Fig. 1: PDN straps and rails
The bar under the picture is 50 µm long. Pins as bars on the die edge. Tap cells in gray.
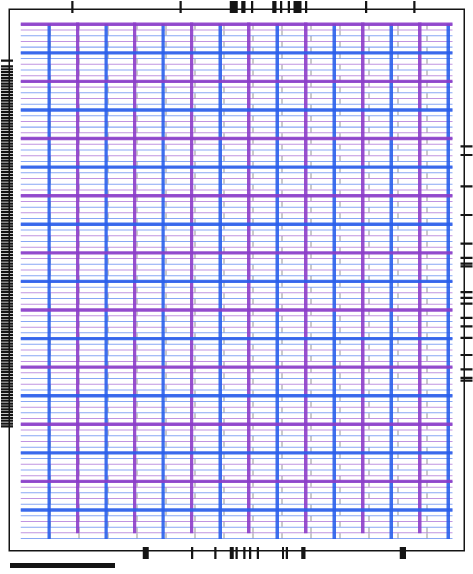
Fig. 2: placement by cell class
The bar under the picture is 50 µm long.
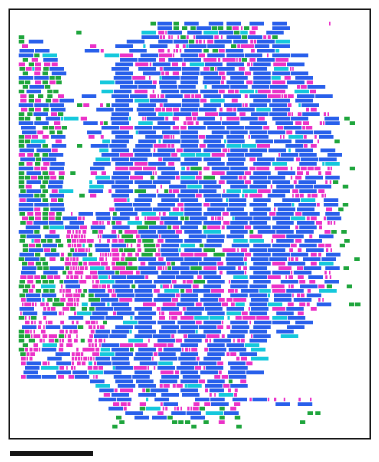
===== src/rtl/xil_mm_pkg.sv =====
// Shared types and constants for the Xillybus mmreq/mmresp register-bus bridge.
package xil_mm_pkg;

    typedef enum logic [1:0] {
        ST_IDLE     = 2'd0,
        ST_HAVE_ADR = 2'd1,
        ST_BUS      = 2'd2,
        ST_RESP     = 2'd3
    } state_t;

    localparam int          WR_BIT       = 31;
    localparam logic [31:0] TIMEOUT_WORD = 32'hDEADDEAD;
    localparam logic [3:0]  WRACK_TAG    = 4'b1000;

    localparam int ADR_W_DEF      = 28;
    localparam int TIMEOUT_DEF    = 1024;
    localparam int RESP_DEPTH_DEF = 16;

endpackage


===== src/rtl/xil_mm_resp_fifo.sv =====
// Standard (registered-output) response FIFO feeding the mmresp stream.
// flush empties it and blocks pushes/pops while asserted.
module xil_mm_resp_fifo
    import xil_mm_pkg::*;
#(
    parameter int RESP_DEPTH = RESP_DEPTH_DEF
) (
    input  logic        clk_i,
    input  logic        aresetn_i,
    input  logic        flush,
    input  logic        push,
    input  logic [31:0] push_dat,
    input  logic        pop,
    output logic [31:0] pop_dat,
    output logic        empty,
    output logic        full
);

    localparam int AW = $clog2(RESP_DEPTH);

    logic [31:0]   mem [RESP_DEPTH];
    logic [AW-1:0] wr_ptr;
    logic [AW-1:0] rd_ptr;
    logic [AW:0]   count;
    logic          do_push;
    logic          do_pop;

    assign empty   = (count == '0);
    assign full    = (count == (AW+1)'(RESP_DEPTH));
    assign do_push = push && !full && !flush;
    assign do_pop  = pop && !empty && !flush;

    // NOTE: storage has no reset; count alone defines which entries are valid.
    always_ff @(posedge clk_i) begin
        if (do_push) mem[wr_ptr] <= push_dat;
    end

    always_ff @(posedge clk_i or negedge aresetn_i) begin
        if (!aresetn_i) begin
            wr_ptr  <= '0;
            rd_ptr  <= '0;
            count   <= '0;
            pop_dat <= '0;
        end else if (flush) begin
            wr_ptr <= '0;
            rd_ptr <= '0;
            count  <= '0;
        end else begin
            if (do_push) wr_ptr <= wr_ptr + 1'b1;
            if (do_pop) begin
                rd_ptr  <= rd_ptr + 1'b1;
                pop_dat <= mem[rd_ptr];
            end
            case ({do_push, do_pop})
                2'b10:   count <= count + 1'b1;
                2'b01:   count <= count - 1'b1;
                default: count <= count;
            endcase
        end
    end

endmodule


===== src/rtl/xil_mm_bridge.sv =====
// mmreq word-pair to register-bus bridge with mmresp result stream.
// Build option XIL_MM_WRACK_EN: writes also return an acknowledge word.
module xil_mm_bridge
    import xil_mm_pkg::*;
#(
    parameter int ADR_W      = ADR_W_DEF,
    parameter int TIMEOUT    = TIMEOUT_DEF,
    parameter int RESP_DEPTH = RESP_DEPTH_DEF
) (
    input  logic             clk_i,
    input  logic             aresetn_i,
    input  logic [31:0]      req_dat_i,
    input  logic             req_wren_i,
    output logic             req_full_o,
    input  logic             req_open_i,
    output logic [31:0]      resp_dat_o,
    input  logic             resp_rden_i,
    output logic             resp_empty_o,
    output logic             resp_eof_o,
    input  logic             resp_open_i,
    output logic             en_o,
    output logic             wr_o,
    input  logic             ack_i,
    output logic [ADR_W-1:0] adr_o,
    input  logic [31:0]      dat_i,
    output logic [31:0]      dat_o,
    output logic [15:0]      timeout_cnt_o
);

    localparam int TW = $clog2(TIMEOUT) + 1;

    state_t        state;
    logic [TW-1:0] tmo_cnt;
    logic          timed_out;
    logic [31:0]   rd_dat;
    logic [31:0]   resp_word;
    logic          need_resp;
    logic          fifo_full;
    logic          push;
    logic          resp_done;
    logic          unused_bits;

    assign unused_bits = ^req_dat_i[WR_BIT-1:ADR_W];
    assign req_full_o  = (state == ST_BUS) || (state == ST_RESP);
    assign resp_eof_o  = 1'b0;

    // NOTE: every variable assigned here gets a default first, so no latch is inferred.
    always_comb begin
        resp_word = timed_out ? TIMEOUT_WORD : rd_dat;
`ifdef XIL_MM_WRACK_EN
        need_resp = 1'b1;
        if (wr_o && !timed_out) resp_word = {WRACK_TAG, 28'(adr_o)};
`else
        need_resp = !wr_o;
`endif
    end

    // With the host side closed the word is discarded, so RESP never waits.
    assign push      = (state == ST_RESP) && need_resp && resp_open_i && !fifo_full;
    assign resp_done = !need_resp || !resp_open_i || !fifo_full;

    // NOTE: sequential state uses non-blocking assignments only.
    always_ff @(posedge clk_i or negedge aresetn_i) begin
        if (!aresetn_i) begin
            state         <= ST_IDLE;
            en_o          <= 1'b0;
            wr_o          <= 1'b0;
            adr_o         <= '0;
            dat_o         <= '0;
            rd_dat        <= '0;
            timed_out     <= 1'b0;
            tmo_cnt       <= '0;
            timeout_cnt_o <= '0;
        end else begin
            case (state)
                ST_IDLE: if (req_wren_i) begin
                    wr_o  <= req_dat_i[WR_BIT];
                    adr_o <= req_dat_i[ADR_W-1:0];
                    state <= ST_HAVE_ADR;
                end
                ST_HAVE_ADR: begin
                    if (!req_open_i) begin
                        state <= ST_IDLE;
                    end else if (req_wren_i) begin
                        dat_o     <= req_dat_i;
                        en_o      <= 1'b1;
                        tmo_cnt   <= '0;
                        timed_out <= 1'b0;
                        state     <= ST_BUS;
                    end
                end
                ST_BUS: begin
                    if (ack_i) begin
                        en_o  <= 1'b0;
                        if (!wr_o) rd_dat <= dat_i;
                        state <= ST_RESP;
                    end else if (tmo_cnt == TW'(TIMEOUT - 1)) begin
                        en_o      <= 1'b0;
                        timed_out <= 1'b1;
                        if (timeout_cnt_o != 16'hFFFF) timeout_cnt_o <= timeout_cnt_o + 1'b1;
                        state     <= ST_RESP;
                    end else begin
                        tmo_cnt <= tmo_cnt + 1'b1;
                    end
                end
                ST_RESP: if (resp_done) state <= ST_IDLE;
                default: state <= ST_IDLE;
            endcase
        end
    end

    xil_mm_resp_fifo #(.RESP_DEPTH(RESP_DEPTH)) u_resp_fifo (
        .clk_i     (clk_i),
        .aresetn_i (aresetn_i),
        .flush     (!resp_open_i),
        .push      (push),
        .push_dat  (resp_word),
        .pop       (resp_rden_i),
        .pop_dat   (resp_dat_o),
        .empty     (resp_empty_o),
        .full      (fifo_full)
    );

endmodule


===== config.mk =====
export PLATFORM = sky130hd
export DESIGN_NAME = xil_mm_bridge
export DESIGN_NICKNAME = d
export VERILOG_FILES = /design/src/rtl/xil_mm_pkg.sv /design/src/rtl/xil_mm_resp_fifo.sv /design/src/rtl/xil_mm_bridge.sv
export SDC_FILE = /design/constraint.sdc
export NUM_CORES = 1
export LEC_CHECK = 0
export CORE_ASPECT_RATIO = 1.2
export CORE_MARGIN = 5
export CORE_UTILIZATION = 53
export DETAILED_ROUTE_END_ITERATION = 10
export PLACE_DENSITY = 0.86
export SLEW_MARGIN = 40
export SYNTH_ARGS = -nofsm -noshare
export SYNTH_HDL_FRONTEND = slang
export SYNTH_SLANG_ARGS = --single-unit

===== constraint.sdc =====
create_clock -name clk_i -period 3.1 [get_ports clk_i]
set_input_delay 0.465 -clock clk_i [delete_from_list [all_inputs] [get_ports clk_i]]
set_output_delay 0.465 -clock clk_i [all_outputs]
set_load 0.02 [all_outputs]

==> flow_summary.json <==
{
  "slew_violations": 0,
  "dpl_cell_area_mm2": 0.02989,
  "setup_violations": 0,
  "syn_nets": 1627,
  "worst_pin_slew_ps": 735.9,
  "rsz0062_at_grt": "false",
  "root_buffer": "clkbuf_16",
  "ff_latch_area_mm2": 0.01961,
  "vias": 14970,
  "ys_chip_area_mm2": 0.02695,
  "syn_area_mm2": 0.02695,
  "crit_buf_inv": 1,
  "path_class": "reg2out",
  "p_int_mw": 18.96,
  "clock_sinks": 681,
  "grt-ovfl-total": 0,
  "top_logic_kind": "multiplexers",
  "num_io_pins": 184,
  "detail_route.wl_per_cell_um": 25.45,
  "mi_logic_area_mm2": 0.006919,
  "hp-class": "in2async",
  "synth_cell_types": 61,
  "status": "finished clean",
  "cp.arrival_ps": 2470,
  "diodes": 0,
  "rows": 90,
  "area_growth_pct": 19.01,
  "cts_buffer_depth": 3,
  "worstSetupStartpointType": "flop",
  "skew_ps": 24.85,
  "ys_cells": 1540,
  "sw_frac_of_total": 0.2803,
  "postSynthSeqShare": 0.7274,
  "crit_start": "u_resp_fifo.count[1]"
}
## Picture notes: Fig. 1
- purple: VDD
- blue: VSS
- rows: 90
- signal pins: 184
- met5 straps: 18
- met4 straps: 15

## Picture notes: Fig. 2
- green: other buffers and delay cells (cells 242; share of their area 8.1%)
- blue: flops (cells 681; share of their area 63%)
- cyan: clock drivers and dummy loads (cells 120; share of their area 6.9%)
- magenta: combinational and other logic (cells 778; share of their area 22%)

stage by stage:
stage | total power, mW | std cells | hold WS [ps]
after CTS | 26.49 | 2465 | 391.7
after floorplan | 15.85 | 1540 | 169.4
after global placement | 18.14 | 2344 | 452.3
after global routing | 27.46 | 2465 | 431.9
final | 26.34 | 2465 | 392.3
after detailed placement | 18.45 | 2344 | 467.2
power by group through the flow:
stage                     Sequential [mW]  Combinational, mW  Clock (mW)
after floorplan                      13.0               2.81           0
after global placement               12.4               5.71           0
after detailed placement             12.5               5.96           0
after CTS                            12.3               6.03        8.13
after global routing                 12.4               6.44        8.59
final                                12.3               6.01        8.02
registers in the layout, summed over array words and instances (netlist names), named ones only:
register,cells
timed_out,1
timeout_cnt_o,16
tmo_cnt,11
u_resp_fifo.count,5
u_resp_fifo.wr_ptr,4
state,1
u_resp_fifo.mem,512
dat_o,32
u_resp_fifo.pop_dat,32
u_resp_fifo.rd_ptr,4
en_o,1
rd_dat,32
adr_o,28
wr_o,1
synth_stat cells, drive strengths merged, types with 15 or more instances:
| cell | n | area, µm² |
|---|---|---|
| edfxtp | 512 | 15370 |
| mux2 | 221 | 2489 |
| dfrtp | 169 | 4229 |
| nor2 | 85 | 319.1 |
| mux4 | 65 | 1464 |
| nand2 | 63 | 236.5 |
| o22ai | 62 | 387.9 |
| buf | 51 | 315.3 |
| o21ai | 40 | 200.2 |
| or4 | 36 | 270.3 |
| clkbuf | 30 | 112.6 |
| or2 | 25 | 156.4 |
| nand3 | 17 | 85.08 |
| ha | 15 | 187.7 |
final cells by class:
class | count | share of cell area
repair buffers | 242 | 0.07915
clock inverters | 31 | 0.01248
well taps | 644 | 0.02512
multi-input cells | 767 | 0.2157
clock buffers | 89 | 0.05481
inverters | 11 | 0.001287
flip-flops and latches | 681 | 0.6114
kinds of logic after synthesis:
kind of cell | count (synthesis)
AND-OR/OR-AND | 141
XOR/XNOR | 23
adder cells (fa/ha/maj) | 16
buffers and inverters | 92
flip-flops | 681
multiplexers | 290
other | 1
AND/OR/NAND/NOR | 296
what timing repair did:
action	CTS	global route
endpoints found under the hold margin	51	0
endpoints found under the setup margin	0	0
setup buffers	0	0
resized	0	0
hold buffers	1	0
worst paths after layout:
path                                            to  slack, ps  cells past startpoint
min                               timeout_cnt_o[0]        390                      2
max in group asynchronous  u_resp_fifo.pop_dat[10]       1970                      3
max reg2reg                   u_resp_fifo.count[4]        260                     10
max                                   resp_empty_o        170                      3
min in group clk_i                      rd_dat[14]        480                      2
min reg2reg                 u_resp_fifo.pop_dat[3]        480                      2
layer usage:
metal  vias up  part of all wire  track usage
met5         -                 0            0
met3       141             0.093      0.05443
li1       6423                 -            -
met1      7584              0.36       0.2814
met4         0             0.032      0.08323
met2       819              0.52       0.3901
Power figures rest on the tool's default switching activity, not on a simulated workload.
